**Cells by drive strength**

The bar under the picture is 50 um long.
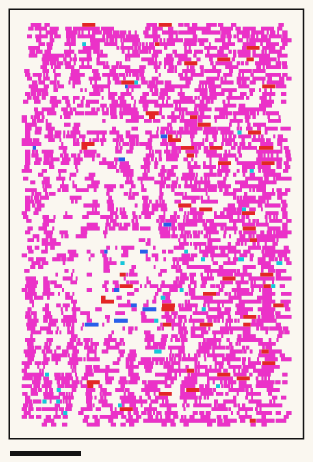
**Clock nets**

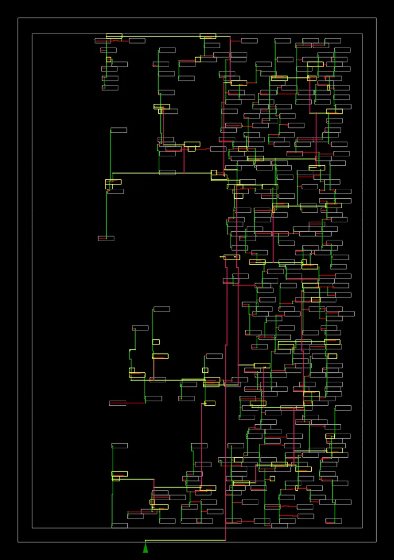
**src/rtl/sort_stage_hs.sv**
```systemverilog
// sort_stage_hs: two-stage valid/ready sort stage that extracts the max word (min when SORT_STAGE_MIN_MODE_EN) and forwards the residual set
module sort_stage_hs #(
  parameter int M = 8,
  parameter int N = 16,
  localparam int IDX_W = $clog2(M)
) (
  input  logic                clk,
  input  logic                rst,
  input  logic                i_valid,
  output logic                o_ready,
  input  logic [M-1:0][N-1:0] i_chi,
  input  logic [M-1:0]        i_mask,
`ifdef SORT_STAGE_MIN_MODE_EN
  input  logic                i_min_mode,
`endif
  output logic                o_valid,
  input  logic                i_ready,
  output logic [M-1:0][N-1:0] o_chi,
  output logic [M-1:0]        o_mask,
  output logic [N-1:0]        o_y_q,
  output logic [IDX_W-1:0]    o_idx,
  output logic                o_hit
);
  logic                s1_v;
  logic [M-1:0][N-1:0] s1_chi;
  logic [M-1:0]        s1_mask;
  logic [M-1:0]        s1_h;
  logic [M-1:0]        h_d;
  logic                mm;
  logic                ld1;
  logic                ld2;
  logic [M-1:0][N-1:0] chi_d;
  logic [N-1:0]        y_d;
  logic [IDX_W-1:0]    idx_d;
`ifdef SORT_STAGE_MIN_MODE_EN
  assign mm = i_min_mode;
`else
  assign mm = 1'b0;
`endif
  assign ld2     = ~o_valid | i_ready;
  assign ld1     = ~s1_v | ld2;
  assign o_ready = ld1;
  // word i wins only if it beats every other participating word; ties go to the lower index
  always_comb begin
    h_d = '0;
    for (int i = 0; i < M; i++) begin
      h_d[i] = i_mask[i];
      for (int j = 0; j < M; j++)
        if (j != i && i_mask[j])
          h_d[i] = h_d[i] & ((mm ? (i_chi[i] < i_chi[j]) : (i_chi[i] > i_chi[j])) | (i_chi[i] == i_chi[j] && i < j));
    end
  end
  always_comb begin
    y_d   = '0;
    idx_d = '0;
    chi_d = '0;
    for (int i = 0; i < M; i++) begin
      y_d      = y_d | (s1_h[i] ? s1_chi[i] : '0);
      idx_d    = idx_d | (s1_h[i] ? IDX_W'(i) : '0);
      chi_d[i] = s1_h[i] ? '0 : s1_chi[i];
    end
  end
  always_ff @(posedge clk or posedge rst)
    if (rst) begin
      s1_v    <= 1'b0;
      s1_chi  <= '0;
      s1_mask <= '0;
      s1_h    <= '0;
    end else if (ld1) begin
      s1_v <= i_valid;
      if (i_valid) begin
        s1_chi  <= i_chi;
        s1_mask <= i_mask;
        s1_h    <= h_d;
      end
    end
  always_ff @(posedge clk or posedge rst)
    if (rst) begin
      o_valid <= 1'b0;
      o_chi   <= '0;
      o_mask  <= '0;
      o_y_q   <= '0;
      o_idx   <= '0;
      o_hit   <= 1'b0;
    end else if (ld2) begin
      o_valid <= s1_v;
      if (s1_v) begin
        o_chi  <= chi_d;
        o_mask <= s1_mask & ~s1_h;
        o_y_q  <= y_d;
        o_idx  <= idx_d;
        o_hit  <= |s1_h;
      end
    end
endmodule

```
**config.mk**
```make
export PLATFORM = sky130hd
export DESIGN_NAME = sort_stage_hs
export DESIGN_NICKNAME = d
export VERILOG_FILES = /design/src/rtl/sort_stage_hs.sv
export SDC_FILE = /design/constraint.sdc
export NUM_CORES = 1
export LEC_CHECK = 0
export CAP_MARGIN = 20
export CORE_ASPECT_RATIO = 1.5
export CORE_MARGIN = 8
export CORE_UTILIZATION = 41
export CTS_CLUSTER_DIAMETER = 40
export DETAILED_ROUTE_END_ITERATION = 10
export SETUP_SLACK_MARGIN = 0.4
export SYNTH_ARGS = -nofsm -noshare
export SYNTH_HDL_FRONTEND = slang
export SYNTH_SLANG_ARGS = --single-unit
```
**constraint.sdc**
```tcl
create_clock -name clk -period 14.81 [get_ports clk]
set_input_delay 1.481 -clock clk [delete_from_list [all_inputs] [get_ports clk]]
set_output_delay 1.481 -clock clk [all_outputs]
set_load 0.005 [all_outputs]
```
==> qor.yml <==
status:
  status: "complete, no violations"
setup_path:
  path_buffers: 2
  critical_path.max_fanout: 7
  cp.arrival_ps: 5070
  r2r-end: "s1_h[3]"
  crit_slowest_cell: "a2111oi_0"
placed_design:
  hpwl_um: 82800
  io_buffers: 297
  preCtsSetupSlack_ps: 9710
floorplan:
  initial_utilization_pct: 41.3
  core_mm2: 0.0545
  chipArea_mm2: 0.0628
  dieWidth_um: 207
worst_hold_path:
  hold_path_depth: 2
  hold_end: "o_chi[37]"
clocking:
  cts.htree.levels: 2
yosys:
  async_reset_ff_share_pct: 100
  synth_area_per_cell_um2: 8.83
  netlist_instances: 2548
  edf_count: 0
  synth_cell_type_count: 60
  synth_area_mm2: 0.0225
power_and_ir_drop:
  ir_worst_vdd_mv: 0.0740
  p_leak_uw: 0.0127
final_timing:
  clock.fmax_mhz: 214
  hold_viol: 0
global_route:
  antenna_found_initial: 4
Back to the opening pictures, 'cells by drive strength':
drive 1 or less -> magenta  # cells 2,733, share 97%
drive 3 to 4 -> cyan  # cells 23, share 0.81%
drive 6 and up -> red  # cells 55, share 1.9%
drive 2 -> blue  # cells 12, share 0.43%
post-route cell area: 0.0273 mm^2
Worst Setup Slack, final: 10,140 ps
Buffers, non-clock: 314

Back to the opening pictures, 'clock nets':
clk_skew: 21.7 ps
total clock sinks: 302

-- routing by layer --
layer | part of all wire, % | vias up | wire length [um]
li1 | - | 9823 | -
met2 | 47 | 805 | 48100
met4 | 9.7 | 2 | 9950
met5 | 0.013 | - | 13
met3 | 4.7 | 257 | 4810
met1 | 39 | 10300 | 39800
-- state kept, by name, summed over array words and instances, names as in the netlist --
| name | count |
|---|---|
| o_mask | 8 |
| o_chi | 128 |
| o_valid | 1 |
| s1_mask | 8 |
| s1_v | 1 |
| o_y_q | 16 |
| s1_chi | 128 |
| o_hit | 1 |
| s1_h | 8 |
| o_idx | 3 |
-- cell type report --
type / count / area (um^2)
antenna: 2 / 5.00
clock buffer: 47 / 1020
clock inverter: 14 / 131
fill: 5216 / 27200
inverter: 146 / 556
multi-input combinational: 2000 / 14000
sequential: 302 / 7560
tap: 695 / 870
timing repair buffer: 314 / 3130
-- through the flow --
step | cell area [um^2] | power, uW
after CTS | 27300 | 2890
after global routing | 27300 | 3020
after global placement | 26100 | 1990
after detailed placement | 26100 | 2020
final | 27300 | 2880
after floorplan | 22500 | 1490
-- where the power goes --
part / switching, uW / internal, uW
Combinational: 486 / 404
Clock: 376 / 495
Sequential: 142 / 972
-- worst max path at each step --
stage,from,end,cells past startpoint
after floorplan,rst,o_chi[0],1
after global routing,i_chi[23],s1_h[4],9
final,i_chi[23],s1_h[4],9
after CTS,i_chi[23],s1_h[4],9
after detailed placement,i_chi[23],s1_h[4],9
after global placement,i_chi[23],s1_h[4],9
-- kinds of logic after synthesis --
kind of cell | Yosys count | share of synthesized area, %
DFF | 302 | 33.6
buffers and inverters | 246 | 4.11
adders and majority gates | 448 | 24.9
AOI/OAI and AO/OA | 762 | 20.3
and+or+nand+nor | 790 | 17.1
Power figures rest on the tool's default switching activity, not on a simulated workload.
